--- src/rtl/gam_recall_controller.sv ---
// Recall controller: scans stored nodes through a 1-cycle read port and reports the nearest node by L1 distance.
// Optional: define GAM_THRESHOLD_CHECK_EN to judge hit against the winning node's stored threshold.
package gam_recall_pkg;
  typedef enum logic {LEARNING = 1'b0, RECALL = 1'b1} LEARNING_RECALL_T;
  typedef enum logic {WAIT = 1'b0, READY = 1'b1} READY_WAIT_T;
endpackage

module gam_recall_controller
  import gam_recall_pkg::*;
#(
  parameter int DIM   = 4,
  parameter int DW    = 8,
  parameter int NODES = 16,
  parameter int CW    = 4,
  parameter int THW   = 12,
  localparam int NW    = $clog2(NODES),
  localparam int DISTW = DW + $clog2(DIM)
) (
  input  logic                  clk,
  input  logic                  reset,
  input  LEARNING_RECALL_T      learning_recall,
  input  logic                  start,
  input  logic [DIM*DW-1:0]     x_in,
  input  logic [NW:0]           node_count,
  output logic                  mem_rd,
  output logic [NW-1:0]         mem_addr,
  input  logic [DIM*DW-1:0]     mem_w,
  input  logic [CW-1:0]         mem_c,
  input  logic [THW-1:0]        mem_t,
  output READY_WAIT_T           ready_wait,
  output logic                  done,
  output logic [CW-1:0]         class_out,
  output logic [DISTW-1:0]      dist_out,
  output logic                  hit,
  output logic [2:0]            state_dbg
);

  // Handshake: ready_wait==READY means the next cycle with start=1 accepts x_in
  // and node_count; ready_wait returns to WAIT the cycle after acceptance.
  typedef enum logic [2:0] {
    ST_IDLE   = 3'd0,
    ST_READY  = 3'd1,
    ST_SCAN   = 3'd2,
    ST_DRAIN  = 3'd3,
    ST_RESULT = 3'd4
  } state_t;

  state_t               state_q;
  logic [DIM*DW-1:0]    x_q;
  logic [NW:0]          cnt_q;
  logic [NW-1:0]        addr_q;
  logic                 rd_q;
  logic                 cmp_v_q;
  logic [DISTW-1:0]     min_dist_q;
  logic [CW-1:0]        min_class_q;
  READY_WAIT_T          rw_q;
  logic                 done_q;
  logic [CW-1:0]        class_q;
  logic [DISTW-1:0]     dist_q;
  logic                 hit_q;

  logic [DISTW-1:0]     dist_d;
  logic                 better_d;
  logic [DISTW-1:0]     nxt_dist_d;
  logic [CW-1:0]        nxt_class_d;
  logic                 nxt_hit_d;
  logic                 last_rd_d;
  logic                 abort_d;

`ifdef GAM_THRESHOLD_CHECK_EN
  logic [THW-1:0]       min_thr_q;
  logic [THW-1:0]       nxt_thr_d;
`else
  logic                 unused_thr;
  assign unused_thr = ^mem_t;
`endif

  function automatic logic [DISTW-1:0] l1_dist(input logic [DIM*DW-1:0] a,
                                               input logic [DIM*DW-1:0] b);
    logic [DISTW-1:0] s;
    logic [DW-1:0]    p;
    logic [DW-1:0]    q;
    s = '0;
    for (int k = 0; k < DIM; k++) begin
      p = a[k*DW +: DW];
      q = b[k*DW +: DW];
      s = s + DISTW'((p > q) ? (p - q) : (q - p));
    end
    return s;
  endfunction

  always_comb begin
    dist_d      = l1_dist(x_q, mem_w);
    // Strict less-than keeps the earliest (lowest address) node on ties.
    better_d    = cmp_v_q && (dist_d < min_dist_q);
    nxt_dist_d  = better_d ? dist_d : min_dist_q;
    nxt_class_d = better_d ? mem_c : min_class_q;
`ifdef GAM_THRESHOLD_CHECK_EN
    nxt_thr_d   = better_d ? mem_t : min_thr_q;
    nxt_hit_d   = ({{THW{1'b0}}, nxt_dist_d} <= {{DISTW{1'b0}}, nxt_thr_d});
`else
    // Only consumed on the DRAIN path, which is reached only with N != 0.
    nxt_hit_d   = 1'b1;
`endif
    last_rd_d   = (({1'b0, addr_q} + (NW+1)'(1)) == cnt_q);
    abort_d     = (learning_recall != RECALL);
  end

  always_ff @(posedge clk or negedge reset) begin
    if (!reset) begin
      state_q     <= ST_IDLE;
      x_q         <= '0;
      cnt_q       <= '0;
      addr_q      <= '0;
      rd_q        <= 1'b0;
      cmp_v_q     <= 1'b0;
      min_dist_q  <= '1;
      min_class_q <= '0;
`ifdef GAM_THRESHOLD_CHECK_EN
      min_thr_q   <= '1;
`endif
      rw_q        <= WAIT;
      done_q      <= 1'b0;
      class_q     <= '0;
      dist_q      <= '0;
      hit_q       <= 1'b0;
    end else begin
      done_q  <= 1'b0;
      cmp_v_q <= rd_q;
      if (better_d) begin
        min_dist_q  <= nxt_dist_d;
        min_class_q <= nxt_class_d;
`ifdef GAM_THRESHOLD_CHECK_EN
        min_thr_q   <= nxt_thr_d;
`endif
      end
      case (state_q)
        ST_IDLE: begin
          if (!abort_d) begin
            state_q <= ST_READY;
            rw_q    <= READY;
          end
        end
        ST_READY: begin
          if (abort_d) begin
            state_q <= ST_IDLE;
            rw_q    <= WAIT;
          end else if (start) begin
            x_q         <= x_in;
            cnt_q       <= node_count;
            min_dist_q  <= '1;
            min_class_q <= '0;
            rw_q        <= WAIT;
            if (node_count == '0) begin
              state_q <= ST_RESULT;
              done_q  <= 1'b1;
              class_q <= '0;
              dist_q  <= '1;
              hit_q   <= 1'b0;
            end else begin
              state_q <= ST_SCAN;
              rd_q    <= 1'b1;
              addr_q  <= '0;
            end
          end
        end
        ST_SCAN: begin
          if (abort_d) begin
            state_q <= ST_IDLE;
            rd_q    <= 1'b0;
            cmp_v_q <= 1'b0;
          end else if (last_rd_d) begin
            state_q <= ST_DRAIN;
            rd_q    <= 1'b0;
          end else begin
            addr_q <= addr_q + NW'(1);
          end
        end
        ST_DRAIN: begin
          if (abort_d) begin
            state_q <= ST_IDLE;
            cmp_v_q <= 1'b0;
          end else begin
            state_q <= ST_RESULT;
            done_q  <= 1'b1;
            class_q <= nxt_class_d;
            dist_q  <= nxt_dist_d;
            hit_q   <= nxt_hit_d;
          end
        end
        default: state_q <= ST_IDLE;
      endcase
    end
  end

  assign mem_rd     = rd_q;
  assign mem_addr   = addr_q;
  assign ready_wait = rw_q;
  assign done       = done_q;
  assign class_out  = class_q;
  assign dist_out   = dist_q;
  assign hit        = hit_q;
  assign state_dbg  = state_q;

endmodule

--- config.mk ---
export PLATFORM = sky130hd
export DESIGN_NAME = gam_recall_controller
export DESIGN_NICKNAME = d
export VERILOG_FILES = /design/src/rtl/gam_recall_controller.sv
export SDC_FILE = /design/constraint.sdc
export NUM_CORES = 1
export LEC_CHECK = 0
export CAP_MARGIN = 20
export CORE_MARGIN = 8
export CORE_UTILIZATION = 45
export DETAILED_ROUTE_END_ITERATION = 6
export PLACE_DENSITY_LB_ADDON = 0.12
export SLEW_MARGIN = 20
export SYNTH_ARGS = -nofsm -noshare
export SYNTH_HDL_FRONTEND = slang
export SYNTH_SLANG_ARGS = --single-unit
--- constraint.sdc ---
create_clock -name clk -period 17.6 [get_ports clk]
set_input_delay 3.52 -clock clk [delete_from_list [all_inputs] [get_ports clk]]
set_output_delay 3.52 -clock clk [all_outputs]
set_load 0.02 [all_outputs]
==> CHANGELOG.md <==
### Implementation results

- Status: finished, final reports clean
- Logic share of the area: 53.13%
- Count of warning messages emitted by the tools: 70
- Critical path fanouts, max: 11
- Critical path's top delay family: AND-OR/OR-AND gates
- Net count after synthesis: 1021
- Final clock period utilization by the worst path: 57.25%
- Clock tree root driver cell: clkbuf_16
- Core box area: 0.01566 mm2
- Maximum cell stage delay along the critical path: 0.54 ns
- Router iterations before antenna repair: 5
- Number of non-clock inverters in the layout: 130
- Die Size: 0.02010 mm2
- Fraction of synthesized cell area taken by the top area cell type: 23.55%
- CP max stage cell: clkdlybuf4s50_1
- Most used flip-flop cell: dfrtp_1
- Unique masters post-synth: 71
- Buffers inserted during post-CTS setup optimization: 0
- Tap Count: 216
- GR Overflow Total: 0
- Final-layout non-clock buffer area share: 12.11%
- Data required time at the worst endpoint: 17.80 ns
==> sequential cells by signal (all words and copies together), names as in the netlist <==
signal       flops
done             1
dist_out        10
mem_rd           1
cmp_v_q          1
class_out        4
mem_addr         4
min_dist_q      10
x_q             32
ready_wait       1
cnt_q            5
state_dbg        3
min_class_q      4
hit              1
==> layer usage <==
layer / global-route usage [%] / vias up
met1: 22.10 / 2659
met3: 4.133 / 16
met2: 29.21 / 94
met5: 0 / -
met4: 4.070 / 0
li1: - / 2932
==> layout by cell type, fill, tap and decap left out, drive strengths merged, types with 10 or more instances in the layout <==
cell           instances
nor3                  13
ha                    83
xnor2                 23
dfrtp                 67
inv                  133
o21ai                 55
nand2                 87
a21oi                 53
fa                    26
mux2i                 31
dfstp                 10
xor2                  15
clkdlybuf4s50        100
nor2b                 12
nor2                  45
nand3                 11
a21o                  20
==> kinds of logic after synthesis <==
logic type	share of synthesized area [%]
XOR/XNOR	4.676
AND-OR/OR-AND	18.54
AND/OR/NAND/NOR	13.11
buffers and inverters	8.894
adder cells (fa/ha/maj)	21.90
flip-flops	27.25
multiplexers	5.625
==> worst max path at each step <==
stage,from,to,depth (start not counted)
finish,mem_w[17],dist_out[0],24
global route,mem_w[17],dist_out[0],27
CTS,mem_w[17],dist_out[0],24
detailed placement,mem_w[17],dist_out[0],24
global placement,mem_w[17],dist_out[0],24
floorplan,mem_w[4],dist_out[6],25
==> metrics by stage <==
stage,std cells,utilization [%],setup WS [ns],hold WS [ns]
detailed placement,1116,52.97,7.140,0.4978
global route,1132,54.79,6.954,0.5443
global placement,1116,52.97,7.140,0.4849
CTS,1132,54.79,7.480,0.5154
floorplan,823,-,8.494,0.4648
finish,1132,54.79,7.523,0.5046
**Track usage over the die**

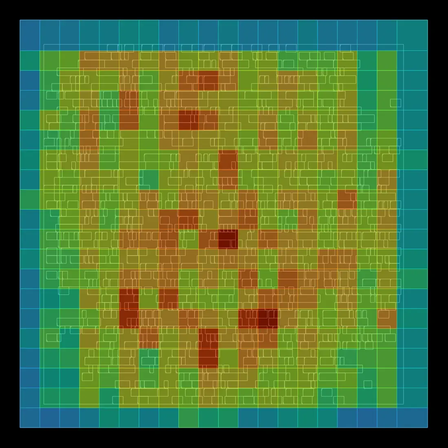
met1 demand-to-capacity share in global routing: 22.10%
final core occ: 54.79%
global routing usage on met2: 29.21%
DR WL/cell: 14.40 um

**Routed clock nets over the placement**

Bar = 50 um.
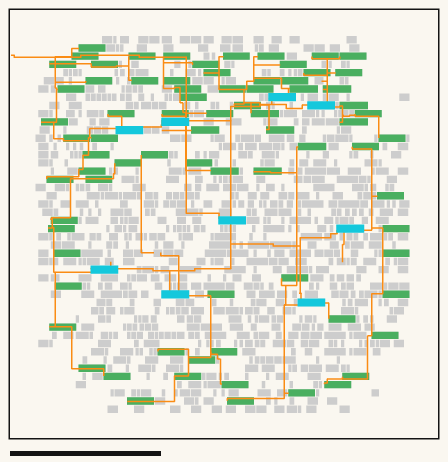
flip-flops: drawn in green, count 77. clock wires: drawn in orange, length 1350 um. clock drivers: drawn in cyan, count 9.
Position of the flops: widely spread.

